Fig. 1: run 1, zoomed window
The bar under the picture is 5 um long. Window x 158 to 178, y 179 to 199 um. Cells in grey, sequential cells in the stronger grey; small squares are vias.
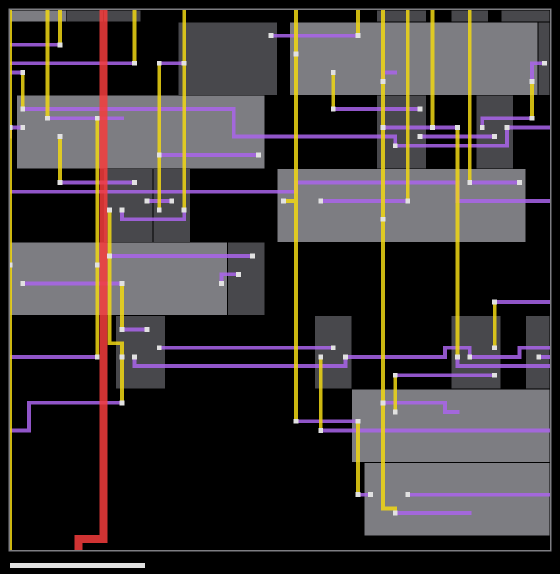
Fig. 2: run 1, register map, names as in the netlist
The bar under the picture is 100 um long.
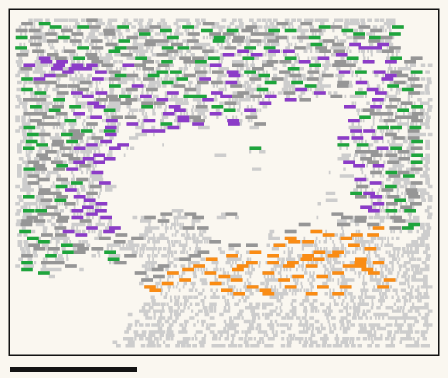
Fig. 3: run 1, signal wires by layer
The bar under the picture is 100 um long.
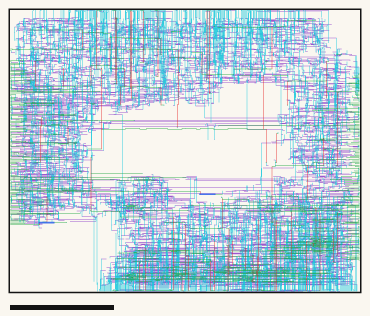
Fig. 4: run 1, routing congestion
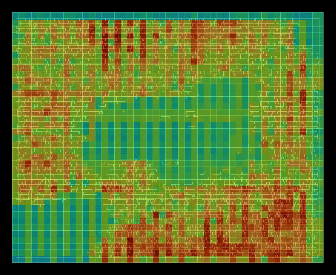
File: config.mk
export PLATFORM = sky130hd
export DESIGN_NAME = ascon_spi_loader
export DESIGN_NICKNAME = d
export VERILOG_FILES = /design/src/rtl/ascon_spi_loader_pkg.sv /design/src/rtl/ascon_spi_loader_spi_sync_edge.sv /design/src/rtl/ascon_spi_loader.sv
export SDC_FILE = /design/constraint.sdc
export NUM_CORES = 1
export LEC_CHECK = 0
export ABC_AREA = 1
export CORE_ASPECT_RATIO = 0.8
export CORE_MARGIN = 4
export CORE_UTILIZATION = 30
export DETAILED_ROUTE_END_ITERATION = 16
export HOLD_SLACK_MARGIN = 0.06
export PLACE_DENSITY = 0.6
export SYNTH_ARGS = -nofsm -noshare
export SYNTH_HDL_FRONTEND = slang
export SYNTH_SLANG_ARGS = --single-unit
File: constraint.sdc
create_clock -name clk -period 4 [get_ports clk]
set_input_delay 0.8 -clock clk [delete_from_list [all_inputs] [get_ports clk]]
set_output_delay 0.8 -clock clk [all_outputs]
set_load 0.01 [all_outputs]
File: src/rtl/ascon_spi_loader_pkg.sv
// Shared encodings for the SPI loader: command fields, op codes, ascon mode codes,
// FSM state constants and frame data lengths.
package ascon_spi_loader_pkg;

    localparam logic [1:0] OP_WR_REG   = 2'b00;
    localparam logic [1:0] OP_WR_STATE = 2'b01;
    localparam logic [1:0] OP_RD_STATE = 2'b10;
    localparam logic [1:0] OP_START    = 2'b11;

    typedef enum logic [2:0] {
        MODE_IDLE    = 3'd0,
        MODE_ENCRYPT = 3'd1,
        MODE_DECRYPT = 3'd2,
        MODE_HASH    = 3'd3,
        MODE_XOF     = 3'd4,
        MODE_CXOF    = 3'd5
    } mode_e;

    localparam logic [1:0] ST_IDLE = 2'd0;
    localparam logic [1:0] ST_CMD  = 2'd1;
    localparam logic [1:0] ST_DATA = 2'd2;
    localparam logic [1:0] ST_DONE = 2'd3;

    localparam int REG_LEN = 128;
    localparam int ST_LEN  = 64;

    typedef struct packed {
        logic [1:0] op;
        logic [2:0] sel;
        logic [2:0] mode;
    } cmd_t;

endpackage

File: src/rtl/ascon_spi_loader_spi_sync_edge.sv
// Multi-flop synchronizer for one asynchronous SPI pin, with rise/fall strobes
// derived from the synchronized level.
module spi_sync_edge #(
    parameter int   STAGES  = 2,
    parameter logic RST_VAL = 1'b0
) (
    input  logic clk,
    input  logic rst_n,
    input  logic d_i,
    output logic q_o,
    output logic rise_o,
    output logic fall_o
);

    logic [STAGES-1:0] sync_q;
    logic              prev_q;

    always_ff @(posedge clk or negedge rst_n) begin
        if (!rst_n) begin
            sync_q <= {STAGES{RST_VAL}};
            prev_q <= RST_VAL;
        end else begin
            sync_q <= {sync_q[STAGES-2:0], d_i};
            prev_q <= sync_q[STAGES-1];
        end
    end

    assign q_o    = sync_q[STAGES-1];
    assign rise_o = q_o & ~prev_q;
    assign fall_o = ~q_o & prev_q;

endmodule

File: src/rtl/ascon_spi_loader.sv
// SPI mode-0 slave that loads ascon operand registers, streams state bits into the
// core, reads state words back on miso and issues operation start pulses.
module ascon_spi_loader
    import ascon_spi_loader_pkg::*;
#(
    parameter int SYNC_STAGES = 2,
    parameter int REG_W       = REG_LEN,
    parameter int ST_W        = ST_LEN
) (
    input  logic             clk,
    input  logic             rst_n,
    input  logic             sclk,
    input  logic             cs_n,
    input  logic             mosi,
    output logic             miso,
    input  logic [ST_W-1:0]  S_0_reg,
    input  logic [ST_W-1:0]  S_1_reg,
    input  logic [ST_W-1:0]  S_2_reg,
    input  logic [ST_W-1:0]  S_3_reg,
    input  logic [ST_W-1:0]  S_4_reg,
    output logic [REG_W-1:0] reg0_128b,
    output logic [REG_W-1:0] reg1_128b,
    output logic [REG_W-1:0] reg2_128b,
    output logic [2:0]       operation_mode,
    output logic             operation_ready,
    output logic             state_shift_en,
    output logic [2:0]       state_shift_sel,
    output logic             state_shift_lsb
);

    logic sclk_s, sclk_rise, sclk_fall;
    logic cs_s, cs_rise, cs_fall;
    logic mosi_s, mosi_rise, mosi_fall;

    spi_sync_edge #(.STAGES(SYNC_STAGES), .RST_VAL(1'b0)) u_sclk_sync (
        .clk(clk), .rst_n(rst_n), .d_i(sclk),
        .q_o(sclk_s), .rise_o(sclk_rise), .fall_o(sclk_fall)
    );
    spi_sync_edge #(.STAGES(SYNC_STAGES), .RST_VAL(1'b1)) u_cs_sync (
        .clk(clk), .rst_n(rst_n), .d_i(cs_n),
        .q_o(cs_s), .rise_o(cs_rise), .fall_o(cs_fall)
    );
    spi_sync_edge #(.STAGES(SYNC_STAGES), .RST_VAL(1'b0)) u_mosi_sync (
        .clk(clk), .rst_n(rst_n), .d_i(mosi),
        .q_o(mosi_s), .rise_o(mosi_rise), .fall_o(mosi_fall)
    );

    logic [1:0]       state_q, state_d;
    logic [7:0]       cnt_q, cnt_d;
    logic [7:0]       cmd_q, cmd_d;
    logic [REG_W-1:0] stage_q, stage_d;
    logic [ST_W-1:0]  out_q, out_d;
    logic [REG_W-1:0] regs_q [3];
    logic [REG_W-1:0] regs_d [3];
    logic [2:0]       mode_q, mode_d;
    logic             ready_q, ready_d;
    logic             sh_en_q, sh_en_d;
    logic [2:0]       sh_sel_q, sh_sel_d;
    logic             sh_lsb_q, sh_lsb_d;

    cmd_t             new_cmd;
    logic [1:0]       cur_op;
    logic [2:0]       cur_sel;
    logic [7:0]       last_idx;
    logic [REG_W-1:0] stage_shift;
    logic [ST_W-1:0]  rd_word;

    // new_cmd is the command byte as it stands once the current mosi bit is included
    assign new_cmd     = cmd_t'({cmd_q[6:0], mosi_s});
    assign cur_op      = cmd_q[7:6];
    assign cur_sel     = cmd_q[5:3];
    assign last_idx    = (cur_op == OP_WR_REG) ? 8'(REG_W - 1) : 8'(ST_W - 1);
    assign stage_shift = {stage_q[REG_W-2:0], mosi_s};

    always_comb begin
        case (new_cmd.sel)
            3'd0:    rd_word = S_0_reg;
            3'd1:    rd_word = S_1_reg;
            3'd2:    rd_word = S_2_reg;
            3'd3:    rd_word = S_3_reg;
            3'd4:    rd_word = S_4_reg;
            default: rd_word = '0;
        endcase
    end

    always_comb begin
        state_d  = state_q;
        cnt_d    = cnt_q;
        cmd_d    = cmd_q;
        stage_d  = stage_q;
        out_d    = out_q;
        regs_d   = regs_q;
        mode_d   = mode_q;
        ready_d  = 1'b0;
        sh_en_d  = 1'b0;
        sh_sel_d = sh_sel_q;
        sh_lsb_d = sh_lsb_q;

        // cs_n edges take priority, so a coincident sclk edge is dropped
        if (cs_rise) begin
            state_d = ST_IDLE;
        end else if (cs_fall) begin
            state_d = ST_CMD;
            cnt_d   = '0;
        end else begin
            case (state_q)
                ST_CMD: begin
                    if (sclk_rise) begin
                        cmd_d = new_cmd;
                        if (cnt_q == 8'd7) begin
                            cnt_d = '0;
                            case (new_cmd.op)
                                OP_WR_REG:   state_d = (new_cmd.sel < 3'd3) ? ST_DATA : ST_DONE;
                                OP_WR_STATE: state_d = (new_cmd.sel < 3'd5) ? ST_DATA : ST_DONE;
                                OP_RD_STATE: begin
                                    state_d = ST_DATA;
                                    out_d   = rd_word;
                                end
                                OP_START: begin
                                    state_d = ST_DONE;
                                    mode_d  = new_cmd.mode;
                                    ready_d = 1'b1;
                                end
                            endcase
                        end else begin
                            cnt_d = cnt_q + 8'd1;
                        end
                    end
                end
                ST_DATA: begin
                    if (sclk_rise) begin
                        if (cnt_q <= last_idx) cnt_d = cnt_q + 8'd1;
                        if (cnt_q == last_idx) state_d = ST_DONE;
                        if (cur_op == OP_WR_REG) begin
                            stage_d = stage_shift;
                            if (cnt_q == last_idx) regs_d[cur_sel[1:0]] = stage_shift;
                        end else if (cur_op == OP_WR_STATE) begin
                            sh_en_d  = 1'b1;
                            sh_sel_d = cur_sel;
                            sh_lsb_d = mosi_s;
                        end
                    // the fall right after the command byte must keep the MSB on miso
                    end else if (sclk_fall && cur_op == OP_RD_STATE && cnt_q != 8'd0) begin
                        out_d = {out_q[ST_W-2:0], 1'b0};
                    end
                end
                default: ;
            endcase
        end
    end

    always_ff @(posedge clk or negedge rst_n) begin
        if (!rst_n) begin
            state_q  <= ST_IDLE;
            cnt_q    <= '0;
            cmd_q    <= '0;
            stage_q  <= '0;
            out_q    <= '0;
            for (int i = 0; i < 3; i++) regs_q[i] <= '0;
            mode_q   <= MODE_IDLE;
            ready_q  <= 1'b0;
            sh_en_q  <= 1'b0;
            sh_sel_q <= '0;
            sh_lsb_q <= 1'b0;
        end else begin
            state_q  <= state_d;
            cnt_q    <= cnt_d;
            cmd_q    <= cmd_d;
            stage_q  <= stage_d;
            out_q    <= out_d;
            regs_q   <= regs_d;
            mode_q   <= mode_d;
            ready_q  <= ready_d;
            sh_en_q  <= sh_en_d;
            sh_sel_q <= sh_sel_d;
            sh_lsb_q <= sh_lsb_d;
        end
    end

    assign miso            = (state_q == ST_DATA && cur_op == OP_RD_STATE) ? out_q[ST_W-1] : 1'b0;
    assign reg0_128b       = regs_q[0];
    assign reg1_128b       = regs_q[1];
    assign reg2_128b       = regs_q[2];
    assign operation_mode  = mode_q;
    assign operation_ready = ready_q;
    assign state_shift_en  = sh_en_q;
    assign state_shift_sel = sh_sel_q;
    assign state_shift_lsb = sh_lsb_q;

    // levels and mosi edges are not needed; the staging MSB is shifted out unread
    logic unused_bits;
    assign unused_bits = ^{sclk_s, cs_s, mosi_rise, mosi_fall, stage_q[REG_W-1]};

endmodule
==> impl_table.tex, run 1 <==
% Table of physical implementation metrics
\begin{tabular}{lr}
\hline
Metric & Value \\
\hline
\multicolumn{2}{l}{\textbf{Outcome}} \\
\quad Status & complete, no violations \\
\multicolumn{2}{l}{\textbf{Synth}} \\
\quad Flip-flop and latch count after synthesis & 610 \\
\quad Simple share & 0.226 \\
\quad Most used flip-flop cell after synthesis & sky130\_fd\_sc\_hd\_\_dfrtp\_1 \\
\quad Largest cells by area after synthesis & sky130\_fd\_sc\_hd\_\_dfrtp\_1 (59\%), sky130\_fd\_sc\_hd\_\_nand2\_1 (14\%), sky130\_fd\_sc\_hd\_\_nand3\_1 (7.3\%) \\
\quad Most used standard cells in the synthesized netlist & sky130\_fd\_sc\_hd\_\_nand2\_1 (953), sky130\_fd\_sc\_hd\_\_dfrtp\_1 (607), sky130\_fd\_sc\_hd\_\_nand3\_1 (378) \\
\quad Cell accounting for the most synthesized area & sky130\_fd\_sc\_hd\_\_dfrtp\_1 \\
\quad Mux cell area share & 0 \\
\quad Count leader, synth & sky130\_fd\_sc\_hd\_\_nand2\_1 \\
\quad Count of yosys warnings during synthesis & 0 \\
\quad Fraction of the mapped netlist area in adder cells & 0.00339 \\
\quad Total cell area reported by yosys after synthesis & 25800 um2 \\
\quad Cells after Synth & 3003 \\
\quad Cell count listed in synth\_stat.txt & 3003 \\
\quad Largest family of logic cells by area & simple AND/OR/NAND/NOR gates \\
\quad Share of synthesized registers carrying an async set or reset & 1.00 \\
\quad Nets in the synthesized netlist & 3335 \\
\quad Mapped Avg Cell Area & 8.60 um2 \\
\quad Post-synthesis instance area & 25800 um2 \\
\quad Xor+xnor area frac & 0.000339 \\
\quad Register area share after synthesis & 0.591 \\
\quad Count of flip-flops with a built-in enable after synthesis & 0 \\
\quad Aoi share & 0.121 \\
\quad Number of library cell types mapped by synthesis & 26 \\
\quad Yosys top cell area share & 0.588 \\
\multicolumn{2}{l}{\textbf{Placed design}} \\
\quad HPWL after detailed placement & 70.2 mm \\
\quad Gpl congestion & 0.978 \\
\quad Input/output buffers & 718 \\
\quad Pre-CTS WS & 1.23 ns \\
\quad Total instance count after detailed placement & 4682 \\
\multicolumn{2}{l}{\textbf{Die}} \\
\quad Core Density at Floorplan & 0.305 \\
\quad Die height & 270 um \\
\quad Top-level I/O count & 719 \\
\quad Area of the die & 90900 um2 \\
\quad Placement Rows & 95 \\
\quad Horizontal die size & 336 um \\
\quad Core area & 84600 um2 \\
\multicolumn{2}{l}{\textbf{Worst setup path}} \\
\quad Slowest stage cell on the critical path & sky130\_fd\_sc\_hd\_\_clkdlybuf4s50\_1 \\
\quad CP Capture Type & primary output \\
\quad Startpoint class of the critical path & flip-flop \\
\quad Crit-path leading delay family & buffers and inverters \\
\quad Buffers and inverters on the worst path & 2 \\
\quad Arrival time worst endpoint & 2.16 ns \\
\quad Crit-path max FO & 3 \\
\quad Setup Crit Path Kind & reg2out \\
\quad Max stage delay on crit path & 0.64 ns \\
\quad CP Cell Sequence & inv\_1, ha\_4, nand2\_1, nor3b\_1, clkdlybuf4s50\_1 \\
\quad Worst endpoint required time & 3.20 ns \\
\multicolumn{2}{l}{\textbf{Flow run}} \\
\quad Stage-log warning count & 35 \\
\quad Number of max-capacitance violations reported & 0 \\
\multicolumn{2}{l}{\textbf{Clock tree}} \\
\quad Maximum count of clock buffers along a single path & 3 \\
\quad Sink count of the clock tree & 610 \\
\quad Clk Latency, worst-skew pair & 0.63 ns \\
\quad Number of resized instances in the post-cts repair step & 0 \\
\quad Count of H-tree levels built during CTS & 2 \\
\quad Number of hold buffers added after CTS & 0 \\
\quad Number of CTS-inserted buffers & 60 \\
\quad CTS tree & built \\
\quad CTS clock-pin slew for the worst setup and hold paths & 0.06 ns \\
\quad Setup bufs post-CTS & 0 \\
\quad Library cell used as clock root buffer & sky130\_fd\_sc\_hd\_\_clkbuf\_16 \\
\multicolumn{2}{l}{\textbf{Final timing}} \\
\quad Pins Over Slew Limit & 0 \\
\quad Final hold viol count & 0 \\
\quad Setup TNS & 0 ns \\
\quad Setup repair after global routing missed its margin & no \\
\quad Tightest slew margin relative to the limit & 0.324 \\
\quad Fraction of the cycle the final worst path needs & 0.739 \\
\quad Min Tclk post-route & 2.96 ns \\
\quad Max Clk Rate & 338 MHz \\
\quad Measured slew at the worst slew-check pin & 1.01 ns \\
\quad Number of setup violations in the final report & 0 \\
\quad Post-route worst setup slack & 1.04 ns \\
\quad Final worst clock skew & 0.0266 ns \\
\multicolumn{2}{l}{\textbf{Detailed routing}} \\
\quad Vias per std cell & 4.84 \\
\quad Residual DRC & 0 \\
\quad Detail Route Antenna Nets & 0 \\
\quad Routed wire length & 96.7 mm \\
\quad Initial DRC Count & 2144 \\
\quad Router iterations before antenna repair & 8 \\
\multicolumn{2}{l}{\textbf{Power}} \\
\quad Largest vdd supply drop & 0.330 mV \\
\quad Leakage component of the power & 15.7 nW \\
\quad Total power divided by cell area & 426 nW/um2 \\
\multicolumn{2}{l}{\textbf{GRT}} \\
\quad Wire length of the first global-routing pass & 146 mm \\
\quad Initial antenna violation count & 13 \\
\quad Maximum number of pins on one net before global-route repair & 219 \\
\quad Vias in the first global route & 22700 \\
\quad Global route overflow & 0 \\
\multicolumn{2}{l}{\textbf{Min path}} \\
\quad Worst min path class & in2async \\
\multicolumn{2}{l}{\textbf{Layout}} \\
\quad Growth of design area from synthesis to finish & 41.0\% \\
\quad Final net count & 3961 \\
\quad Layout cells sized above 1 & 0.0487 \\
\quad Final std cells w/o fill & 4803 \\
\hline
\end{tabular}
Notes on Fig. 1 above:
layer	colour
metal 2	yellow
metal 1	purple
metal 4	red
sequential cells in the window	6
most frequent	dfrtp_1 (6), nand2_1 (3)
netlist names of flops here include	stage_q (3), reg1_128b (2)
cells with their middle in the window	16

Notes on Fig. 2 above:
netlist name	colour	flops
reg1_128b	green	128
out_q	orange	64
stage_q	purple	127
not coloured	291

Notes on Fig. 3 above:
layer	colour	wire length
metal 1	purple	44.0 mm
metal 2	cyan	41.2 mm
metal 4	red	2470 um
metal 3	green	9080 um
metal 5	blue	27.6 um
GR Util All Layers: 0.209
vias post-DR: 23200

Notes on Fig. 4 above:
met1 demand-to-capacity share in global routing: 0.302
most crowded layer after global routing: met2
average detailed-routed wire length per instance: 20.1 um
Layout Utilization: 0.430

[run 1: layer usage]
layer	vias to the layer above	GRT usage	part of all wire
li1	11100	-	-
met4	4	0.0575	0.025
met3	142	0.0618	0.094
met5	-	0	0.00028
met2	876	0.304	0.43
met1	11100	0.302	0.45
[run 1: final timing paths]
kind,start,end,slack [ns],depth (start not counted)
setup / recovery,state_q[0],miso,1.04,5
hold / removal,rst_n,stage_q[49],0.17,1
setup reg to reg,u_cs_sync.sync_q[1],reg0_128b[0],1.20,8
hold reg to reg,u_sclk_sync.sync_q[0],u_sclk_sync.sync_q[1],0.35,0
max in group asynchronous,rst_n,cmd_q[2],2.75,2
min in group clk,u_sclk_sync.sync_q[0],u_sclk_sync.sync_q[1],0.35,0
[run 1: cell families (layout without fill, tap and decap cells)]
| logic type | Yosys count | count (layout) |
|---|---|---|
| buffers and inverters | 377 | 1048 |
| other | 0 | 14 |
| DFF | 610 | 610 |
| xor gates and xnor gates | 1 | 1 |
| AOI/OAI and AO/OA | 608 | 608 |
| adders and majority gates | 7 | 7 |
| and+or+nand+nor | 1400 | 1400 |
[run 1: worst register-to-register path, delay by kind of cell (launching register included)]
family / cells / cell delay (ns)
AND/OR/NAND/NOR: 3 / 1.09
flip-flops: 1 / 0.54
buffers and inverters: 3 / 0.65
AND-OR/OR-AND: 1 / 0.08
adder cells (fa/ha/maj): 1 / 0.31
[run 1: flip-flops by register name, indices dropped and copies added (netlist names)]
register / cells
reg2_128b: 128
u_mosi_sync.sync_q: 2
reg0_128b: 128
out_q: 64
u_sclk_sync.sync_q: 2
state_q: 2
state_shift_en: 1
operation_mode: 3
state_shift_sel: 3
stage_q: 127
operation_ready: 1
u_cs_sync.prev_q: 1
reg1_128b: 128
cmd_q: 8
u_sclk_sync.prev_q: 1
state_shift_lsb: 1
cnt_q: 8
u_cs_sync.sync_q: 2
[run 1: cell usage in the layout, fill, tap and decap left out, drive strengths merged]
| cell | instances |
|---|---|
| bufinv | 7 |
| inv | 159 |
| a21boi | 1 |
| nand3 | 378 |
| o21ai | 567 |
| and2 | 1 |
| xor2 | 1 |
| dfstp | 3 |
| nand2 | 953 |
| nand3b | 1 |
| diode | 14 |
| nor3 | 6 |
| buf | 65 |
| nor3b | 1 |
| dfrtp | 607 |
| nor2 | 29 |
| clkdlybuf4s50 | 717 |
| clkbuf | 80 |
| or2 | 2 |
| o21bai | 36 |
| nand4 | 29 |
| ha | 7 |
| clkinvlp | 4 |
| a21oi | 4 |
| clkinv | 16 |
[run 1: cell type report]
class,instances,area [um2]
Multi-Input combinational cell,2016,9140
Clock inverter,27,354
Antenna cell,14,35.0
Sequential cell,610,15300
Clock buffer,80,1690
Timing Repair Buffer,782,7940
Tap cell,1115,1400
Fill cell,8311,48200
Inverter,159,598
[run 1: power breakdown]
group	switching (mW)	internal [mW]
Combinational	1.83	1.02
Sequential	0.228	6.54
Clock	2.47	3.41
[run 1: metrics by stage]
step	cell area [um2]	utilization	hold WS, ns	total power [mW]
detailed placement	34300	0.406	0.339	9.68
CTS	36400	0.430	0.188	15.6
global placement	34300	0.406	0.335	9.66
finish	36400	0.430	0.167	15.5
floorplan	25800	-	0.331	8.44
global route	36400	0.430	0.192	16.3
==> run 2: changes to the inputs <==
==> constraint.sdc (replaced) <==
create_clock -name clk -period 2.8 [get_ports clk]
set_input_delay 0.56 -clock clk [delete_from_list [all_inputs] [get_ports clk]]
set_output_delay 0.56 -clock clk [all_outputs]
set_load 0.01 [all_outputs]
Fig. 5: run 2, routing congestion
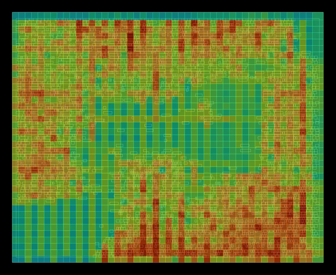
GR Util met2: 0.316
Layout Utilization: 0.433
met3 global-route usage: 0.0570
average detailed-routed wire length per instance: 20.4 um
met1 demand-to-capacity share in global routing: 0.307

Fig. 6: run 2, signal wires by layer
The bar under the picture is 100 um long.
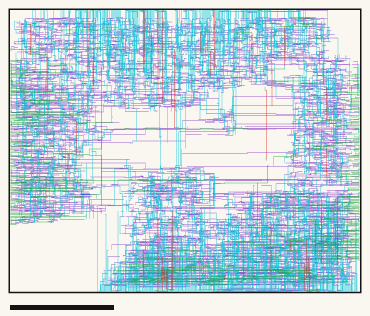
layer	colour	wire length
metal 3	green	8530 um
metal 1	purple	44.8 mm
metal 2	cyan	42.5 mm
metal 4	red	1950 um
metal 5	blue	7.40 um

==> impl_table.tex, run 2 <==
% Table of physical implementation metrics
\begin{tabular}{lr}
\hline
Metric & Value \\
\hline
\multicolumn{2}{l}{\textbf{Outcome}} \\
\quad Status & complete, no violations \\
\multicolumn{2}{l}{\textbf{Detailed routing}} \\
\quad Vias per std cell & 4.83 \\
\quad Router iterations before antenna repair & 6 \\
\quad Routed wire length & 97.8 mm \\
\quad Residual DRC & 0 \\
\quad Vias post-DR & 23200 \\
\quad Detail Route Antenna Nets & 0 \\
\quad Initial DRC Count & 2343 \\
\multicolumn{2}{l}{\textbf{Placed design}} \\
\quad Input/output buffers & 718 \\
\quad Pre-CTS WS & 0.352 ns \\
\quad Gpl congestion & 0.979 \\
\quad HPWL after detailed placement & 71.0 mm \\
\multicolumn{2}{l}{\textbf{Worst setup path}} \\
\quad Startpoint class of the critical path & flip-flop \\
\quad Crit-path max FO & 7 \\
\quad CP Capture Type & primary output \\
\quad Arrival time worst endpoint & 1.95 ns \\
\quad Register-to-Register Setup Slack & 0.36 ns \\
\quad Setup Crit Path Kind & reg2out \\
\quad Worst endpoint required time & 2.24 ns \\
\multicolumn{2}{l}{\textbf{Clock tree}} \\
\quad CTS clock-pin slew for the worst setup and hold paths & 0.06 ns \\
\quad Clk Latency, worst-skew pair & 0.64 ns \\
\quad Setup bufs post-CTS & 0 \\
\quad Sink count of the clock tree & 610 \\
\quad Count of H-tree levels built during CTS & 2 \\
\quad Library cell used as clock root buffer & sky130\_fd\_sc\_hd\_\_clkbuf\_16 \\
\quad Maximum count of clock buffers along a single path & 3 \\
\quad Number of CTS-inserted buffers & 60 \\
\quad CTS tree & built \\
\multicolumn{2}{l}{\textbf{Layout}} \\
\quad Combinational Area & 9140 um2 \\
\quad Sequential cell area & 15300 um2 \\
\quad Final net count & 3970 \\
\quad Layout cells sized above 1 & 0.0521 \\
\quad Growth of design area from synthesis to finish & 41.8\% \\
\quad Count of fill cells added during filler insertion & 8359 \\
\quad Most common library cell in the layout ignoring fill and taps & sky130\_fd\_sc\_hd\_\_nand2\_1 \\
\quad Most used cells in the layout excluding fill and tap cells & sky130\_fd\_sc\_hd\_\_nand2\_1 (952), sky130\_fd\_sc\_hd\_\_clkdlybuf4s50\_1 (716), sky130\_fd\_sc\_hd\_\_dfrtp\_1 (605) \\
\multicolumn{2}{l}{\textbf{Final timing}} \\
\quad Number of setup violations in the final report & 0 \\
\quad Setup repair after global routing missed its margin & no \\
\quad Min Tclk post-route & 2.51 ns \\
\quad Tightest slew margin relative to the limit & 0.514 \\
\quad Post-route worst setup slack & 0.288 ns \\
\quad Fraction of the cycle the final worst path needs & 0.897 \\
\quad Setup TNS & 0 ns \\
\quad Pins Over Slew Limit & 0 \\
\quad Max Clk Rate & 398 MHz \\
\quad Final hold viol count & 0 \\
\quad Measured slew at the worst slew-check pin & 0.728 ns \\
\quad Final worst clock skew & 0.0320 ns \\
\multicolumn{2}{l}{\textbf{Synth}} \\
\quad Largest cells by area after synthesis & sky130\_fd\_sc\_hd\_\_dfrtp\_1 (59\%), sky130\_fd\_sc\_hd\_\_nand2\_1 (14\%), sky130\_fd\_sc\_hd\_\_nand3\_1 (7.3\%) \\
\quad Count of yosys warnings during synthesis & 0 \\
\quad Post-synthesis instance area & 25800 um2 \\
\quad Mux cell area share & 0 \\
\quad Most used standard cells in the synthesized netlist & sky130\_fd\_sc\_hd\_\_nand2\_1 (953), sky130\_fd\_sc\_hd\_\_dfrtp\_1 (607), sky130\_fd\_sc\_hd\_\_nand3\_1 (378) \\
\quad Cell accounting for the most synthesized area & sky130\_fd\_sc\_hd\_\_dfrtp\_1 \\
\quad Most used flip-flop cell after synthesis & sky130\_fd\_sc\_hd\_\_dfrtp\_1 \\
\quad Total cell area reported by yosys after synthesis & 25800 um2 \\
\quad Largest family of logic cells by area & simple AND/OR/NAND/NOR gates \\
\quad Share of synthesized registers carrying an async set or reset & 1.00 \\
\quad Flip-flop and latch count after synthesis & 610 \\
\quad Nets in the synthesized netlist & 3335 \\
\quad Mapped Avg Cell Area & 8.60 um2 \\
\quad Number of library cell types mapped by synthesis & 26 \\
\quad Cell count listed in synth\_stat.txt & 3003 \\
\quad Register area share after synthesis & 0.591 \\
\quad Cells after Synth & 3003 \\
\quad Count leader, synth & sky130\_fd\_sc\_hd\_\_nand2\_1 \\
\quad Xor+xnor area frac & 0.000339 \\
\quad Fraction of the mapped netlist area in adder cells & 0.00339 \\
\quad Aoi share & 0.121 \\
\quad Yosys top cell area share & 0.588 \\
\quad Simple share & 0.226 \\
\quad Count of flip-flops with a built-in enable after synthesis & 0 \\
\multicolumn{2}{l}{\textbf{Die}} \\
\quad Placement Rows & 95 \\
\quad Top-level I/O count & 719 \\
\quad Area of the die & 90900 um2 \\
\quad Horizontal die size & 336 um \\
\quad Die height & 270 um \\
\quad Core Density at Floorplan & 0.305 \\
\quad Core area & 84600 um2 \\
\multicolumn{2}{l}{\textbf{GRT}} \\
\quad Maximum number of pins on one net before global-route repair & 116 \\
\quad Most crowded layer after global routing & met2 \\
\quad Initial antenna violation count & 7 \\
\quad GR Util All Layers & 0.211 \\
\quad Wire length of the first global-routing pass & 148 mm \\
\quad Vias in the first global route & 22600 \\
\quad Global route overflow & 0 \\
\multicolumn{2}{l}{\textbf{Flow run}} \\
\quad Number of max-capacitance violations reported & 0 \\
\quad Stage-log warning count & 35 \\
\multicolumn{2}{l}{\textbf{Power}} \\
\quad Total power divided by cell area & 605 nW/um2 \\
\quad Leakage component of the power & 15.8 nW \\
\quad Largest vdd supply drop & 0.436 mV \\
\multicolumn{2}{l}{\textbf{Min path}} \\
\quad Worst min path class & reg2reg \\
\hline
\end{tabular}
Fig. 7: run 2, zoomed window
The bar under the picture is 5 um long. Window x 158 to 178, y 179 to 199 um. Cells in grey, sequential cells in the stronger grey; small squares are vias.
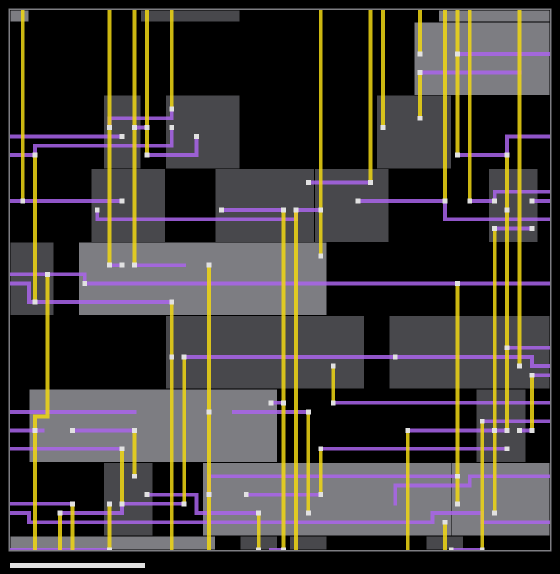
layer	colour
metal 2	yellow
metal 1	purple
sequential cells in the window	4
netlist names of flops here include	stage_q (3), reg1_128b (1)
most frequent	buf_4 (4), dfrtp_1 (4), o21ai_0 (3)
cells with their middle in the window	15

-- run 2: cell types whose count changed in the layout (fill, tap and decap cells not counted), moves of 4 or more --
cell / change
sky130_fd_sc_hd__clkbuf_8: +7
sky130_fd_sc_hd__bufinv_16: -4
sky130_fd_sc_hd__buf_12: +12
sky130_fd_sc_hd__diode_2: -10
sky130_fd_sc_hd__buf_4: -4
-- run 2: per-layer routing --
layer,vias to the layer above,wire length (um)
met1,11100,44800
met2,823,42500
met5,-,7
li1,11100,-
met4,2,1950
met3,119,8530
-- run 2: final timing paths --
check | startpoint | endpoint | cells after the start
min | u_sclk_sync.sync_q[0] | u_sclk_sync.sync_q[1] | 0
min reg2reg | u_sclk_sync.sync_q[0] | u_sclk_sync.sync_q[1] | 0
max reg2reg | u_cs_sync.sync_q[1] | reg1_128b[110] | 8
max | state_q[0] | miso | 5
min in group asynchronous | rst_n | stage_q[49] | 2
max in group asynchronous | rst_n | reg1_128b[111] | 4
-- run 2: metrics by stage --
stage | instance area, um2 | instances | total power [mW] | utilization | hold WS, ns
global route | 36600 | 4805 | 23.3 | 0.433 | 0.341
CTS | 36600 | 4802 | 22.4 | 0.433 | 0.321
floorplan | 25800 | 3003 | 12.1 | - | 0.264
global placement | 34500 | 4690 | 13.9 | 0.408 | 0.335
finish | 36600 | 4806 | 22.2 | 0.433 | 0.352
detailed placement | 34500 | 4690 | 13.9 | 0.408 | 0.335
-- run 2: logic make-up after synthesis --
family                   Yosys count
AND-OR/OR-AND                    608
buffers and inverters            377
adder cells (fa/ha/maj)            7
AND/OR/NAND/NOR                 1400
flip-flops                       610
XOR/XNOR                           1
-- run 2: report_power, final --
part | internal [mW] | switching [mW] | leakage (nW)
logic | 1.53 | 2.66 | 6.44
clock network | 4.76 | 3.57 | 1.01
registers | 9.34 | 0.295 | 8.39
-- run 2: area by class of cell --
cell class / instances / share of cell area
timing repair buffer: 791 / 0.223
clock buffer: 87 / 0.0493
inverter: 159 / 0.0163
multi-input combinational: 2016 / 0.249
antenna: 4 / 0.000273
sequential: 610 / 0.417
tap: 1115 / 0.0381
clock inverter: 24 / 0.00677
-- run 2: worst max-delay path: stages, from the launching register on --
cell                            delay [ns]
sky130_fd_sc_hd__dfrtp_1              0.39
sky130_fd_sc_hd__inv_1                0.10
sky130_fd_sc_hd__ha_4                 0.20
sky130_fd_sc_hd__nand2_1              0.10
sky130_fd_sc_hd__nor3b_1              0.18
sky130_fd_sc_hd__dlygate4sd2_1        0.37
-- run 2: what timing repair did --
action,CTS,global route
endpoints found under the setup margin,1,0
resized,1,0
hold endpoints to repair,42,0
hold buffers,1,0
==> run 3: changes to the inputs <==
--- a/config.mk
+++ b/config.mk
@@ -12,6 +12,7 @@
 export DETAILED_ROUTE_END_ITERATION = 16
 export HOLD_SLACK_MARGIN = 0.06
 export PLACE_DENSITY = 0.6
+export SLEW_MARGIN = 5
 export SYNTH_ARGS = -nofsm -noshare
 export SYNTH_HDL_FRONTEND = slang
 export SYNTH_SLANG_ARGS = --single-unit
Fig. 8: run 3, signal wires by layer
The bar under the picture is 100 um long.
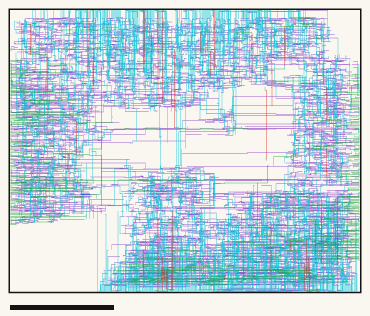
layer	colour	wire length
metal 3	green	8530 um
metal 1	purple	44.8 mm
metal 4	red	1950 um
metal 2	cyan	42.5 mm
metal 5	blue	7.40 um

Fig. 9: run 3, zoomed window
The bar under the picture is 5 um long. Window x 158 to 178, y 179 to 199 um. Cells in grey, sequential cells in the stronger grey; small squares are vias.
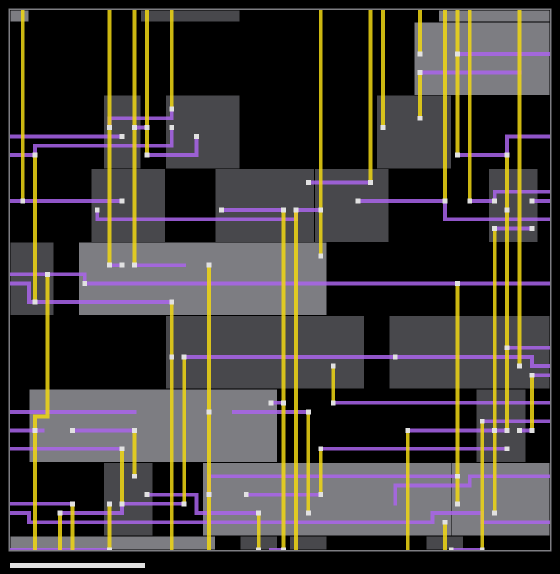
layer	colour
metal 2	yellow
metal 1	purple
sequential cells in the window	4
cells with their middle in the window	15
most frequent	buf_4 (4), dfrtp_1 (4), o21ai_0 (3)
netlist names of flops here include	stage_q (3), reg1_128b (1)

==> impl_table.tex, run 3 <==
% Table of physical implementation metrics
\begin{tabular}{lr}
\hline
Metric & Value \\
\hline
\multicolumn{2}{l}{\textbf{Layout}} \\
\quad Layout cells sized above 1 & 0.0521 \\
\quad Most common library cell in the layout ignoring fill and taps & sky130\_fd\_sc\_hd\_\_nand2\_1 \\
\quad Final net count & 3970 \\
\quad Growth of design area from synthesis to finish & 41.8\% \\
\quad Sequential cell area & 15300 um2 \\
\quad Count of fill cells added during filler insertion & 8359 \\
\quad Most used cells in the layout excluding fill and tap cells & sky130\_fd\_sc\_hd\_\_nand2\_1 (952), sky130\_fd\_sc\_hd\_\_clkdlybuf4s50\_1 (716), sky130\_fd\_sc\_hd\_\_dfrtp\_1 (605) \\
\quad Combinational Area & 9140 um2 \\
\quad Final Cell Area & 36600 um2 \\
\multicolumn{2}{l}{\textbf{Synth}} \\
\quad Nets in the synthesized netlist & 3335 \\
\quad Xor+xnor area frac & 0.000339 \\
\quad Fraction of the mapped netlist area in adder cells & 0.00339 \\
\quad Most used standard cells in the synthesized netlist & sky130\_fd\_sc\_hd\_\_nand2\_1 (953), sky130\_fd\_sc\_hd\_\_dfrtp\_1 (607), sky130\_fd\_sc\_hd\_\_nand3\_1 (378) \\
\quad Register area share after synthesis & 0.591 \\
\quad Yosys top cell area share & 0.588 \\
\quad Count of yosys warnings during synthesis & 0 \\
\quad Count leader, synth & sky130\_fd\_sc\_hd\_\_nand2\_1 \\
\quad Cell count listed in synth\_stat.txt & 3003 \\
\quad Cell accounting for the most synthesized area & sky130\_fd\_sc\_hd\_\_dfrtp\_1 \\
\quad Simple share & 0.226 \\
\quad Count of flip-flops with a built-in enable after synthesis & 0 \\
\quad Post-synthesis instance area & 25800 um2 \\
\quad Mapped Avg Cell Area & 8.60 um2 \\
\quad Cells after Synth & 3003 \\
\quad Number of library cell types mapped by synthesis & 26 \\
\quad Share of synthesized registers carrying an async set or reset & 1.00 \\
\quad Mux cell area share & 0 \\
\quad Total cell area reported by yosys after synthesis & 25800 um2 \\
\quad Largest cells by area after synthesis & sky130\_fd\_sc\_hd\_\_dfrtp\_1 (59\%), sky130\_fd\_sc\_hd\_\_nand2\_1 (14\%), sky130\_fd\_sc\_hd\_\_nand3\_1 (7.3\%) \\
\quad Most used flip-flop cell after synthesis & sky130\_fd\_sc\_hd\_\_dfrtp\_1 \\
\quad Aoi share & 0.121 \\
\quad Flip-flop and latch count after synthesis & 610 \\
\multicolumn{2}{l}{\textbf{Clock tree}} \\
\quad CTS clock-pin slew for the worst setup and hold paths & 0.06 ns \\
\quad Setup bufs post-CTS & 0 \\
\quad Count of H-tree levels built during CTS & 2 \\
\quad CTS tree & built \\
\quad Maximum count of clock buffers along a single path & 3 \\
\quad Clk Latency, worst-skew pair & 0.64 ns \\
\quad Sink count of the clock tree & 610 \\
\quad Library cell used as clock root buffer & sky130\_fd\_sc\_hd\_\_clkbuf\_16 \\
\quad Number of CTS-inserted buffers & 60 \\
\multicolumn{2}{l}{\textbf{Final timing}} \\
\quad Min Tclk post-route & 2.51 ns \\
\quad Tightest slew margin relative to the limit & 0.514 \\
\quad Max Clk Rate & 398 MHz \\
\quad Number of setup violations in the final report & 0 \\
\quad Fraction of the cycle the final worst path needs & 0.897 \\
\quad Setup TNS & 0 ns \\
\quad Pins Over Slew Limit & 0 \\
\quad Setup repair after global routing missed its margin & no \\
\quad Final hold viol count & 0 \\
\quad Final worst clock skew & 0.0320 ns \\
\quad Post-route worst setup slack & 0.288 ns \\
\quad Measured slew at the worst slew-check pin & 0.728 ns \\
\multicolumn{2}{l}{\textbf{Detailed routing}} \\
\quad Wire length on met1 & 44.8 mm \\
\quad Detail Route met2 WL & 42.5 mm \\
\quad Router iterations before antenna repair & 6 \\
\quad Initial DRC Count & 2343 \\
\quad Wire length on met3 & 8.53 mm \\
\quad Top sig layer & met5 \\
\quad Detail Route Antenna Nets & 0 \\
\quad Average detailed-routed wire length per instance & 20.4 um \\
\quad Routed wire length & 97.8 mm \\
\quad Vias per std cell & 4.83 \\
\quad Residual DRC & 0 \\
\multicolumn{2}{l}{\textbf{GRT}} \\
\quad Maximum number of pins on one net before global-route repair & 116 \\
\quad Global route overflow & 0 \\
\quad Vias in the first global route & 22600 \\
\quad Wire length of the first global-routing pass & 148 mm \\
\multicolumn{2}{l}{\textbf{Power}} \\
\quad Leakage component of the power & 15.8 nW \\
\quad Total power divided by cell area & 605 nW/um2 \\
\quad Largest vdd supply drop & 0.436 mV \\
\multicolumn{2}{l}{\textbf{Placed design}} \\
\quad Input/output buffers & 718 \\
\quad Gpl congestion & 0.979 \\
\quad Pre-CTS WS & 0.352 ns \\
\quad Post-detailed-placement cell area & 34500 um2 \\
\quad HPWL after detailed placement & 71.0 mm \\
\multicolumn{2}{l}{\textbf{Worst setup path}} \\
\quad Arrival time worst endpoint & 1.95 ns \\
\quad Setup Crit Path Kind & reg2out \\
\quad Crit-path max FO & 7 \\
\quad Startpoint class of the critical path & flip-flop \\
\quad Worst endpoint required time & 2.24 ns \\
\quad CP Capture Type & primary output \\
\multicolumn{2}{l}{\textbf{Outcome}} \\
\quad Status & complete, no violations \\
\multicolumn{2}{l}{\textbf{Flow run}} \\
\quad Stage-log warning count & 35 \\
\quad Number of max-capacitance violations reported & 0 \\
\multicolumn{2}{l}{\textbf{Die}} \\
\quad Die height & 270 um \\
\quad Placement Rows & 95 \\
\quad Area of the die & 90900 um2 \\
\quad Top-level I/O count & 719 \\
\quad Core area & 84600 um2 \\
\quad Core Density at Floorplan & 0.305 \\
\quad Horizontal die size & 336 um \\
\multicolumn{2}{l}{\textbf{Min path}} \\
\quad Worst min path class & reg2reg \\
\hline
\end{tabular}
Fig. 10: run 3, routing congestion
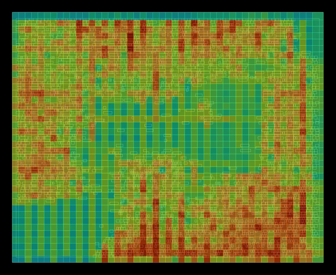
GR Util All Layers: 0.211

-- run 3: cell counts after synthesis --
Identical to the previous run, type by type.
-- run 3: worst max-delay path, cell delays in order, from the launching register on --
cell and delay [ns]:
sky130_fd_sc_hd__dfrtp_1 0.39, sky130_fd_sc_hd__inv_1 0.10, sky130_fd_sc_hd__ha_4 0.20, sky130_fd_sc_hd__nand2_1 0.10, sky130_fd_sc_hd__nor3b_1 0.18, sky130_fd_sc_hd__dlygate4sd2_1 0.37
-- run 3: report_power, final --
group,switching [mW],internal [mW]
logic,2.66,1.53
clock network,3.57,4.76
registers,0.295,9.34
total,6.52,15.6
-- run 3: cell families (layout without fill, tap and decap cells) --
logic type	Yosys count	in the layout
AND/OR/NAND/NOR	1400	1400
flip-flops	610	610
AND-OR/OR-AND	608	608
buffers and inverters	377	1061
adder cells (fa/ha/maj)	7	7
XOR/XNOR	1	1
other	0	4
-- run 3: what timing repair did --
item | 4_1_cts | 5_1_grt
hold buffers | 1 | 0
endpoints found under the setup margin | 1 | 0
gates resized | 1 | 0
endpoints found under the hold margin | 42 | 0
-- run 3: per-stage QoR --
step / hold WS, ns / instances / util / power, mW
global placement: 0.335 / 4690 / 0.408 / 13.9
finish: 0.352 / 4806 / 0.433 / 22.2
floorplan: 0.264 / 3003 / - / 12.1
CTS: 0.321 / 4802 / 0.433 / 22.4
detailed placement: 0.335 / 4690 / 0.408 / 13.9
global route: 0.341 / 4805 / 0.433 / 23.3
-- run 3: metal layers --
metal  vias to the layer above  track usage
met1                     11100        0.307
met3                       119       0.0570
met4                         2       0.0434
met2                       823        0.316
li1                      11100            -
met5                         -            0
-- run 3: layout make-up --
class,count,share of cell area
antenna,4,0.000273
clock buffer,87,0.0493
clock inverter,24,0.00677
inverter,159,0.0163
multi-input combinational,2016,0.249
sequential,610,0.417
tap,1115,0.0381
timing repair buffer,791,0.223
-- run 3: path summary, 6_finish.rpt --
kind                                          to                  start  cells after the start
max in group asynchronous         reg1_128b[111]                  rst_n                      4
setup / recovery                            miso             state_q[0]                      5
setup reg to reg                  reg1_128b[110]    u_cs_sync.sync_q[1]                      8
min in group asynchronous            stage_q[49]                  rst_n                      2
hold / removal             u_sclk_sync.sync_q[1]  u_sclk_sync.sync_q[0]                      0
hold reg to reg            u_sclk_sync.sync_q[1]  u_sclk_sync.sync_q[0]                      0
Power is estimated from default activity; no workload was simulated.
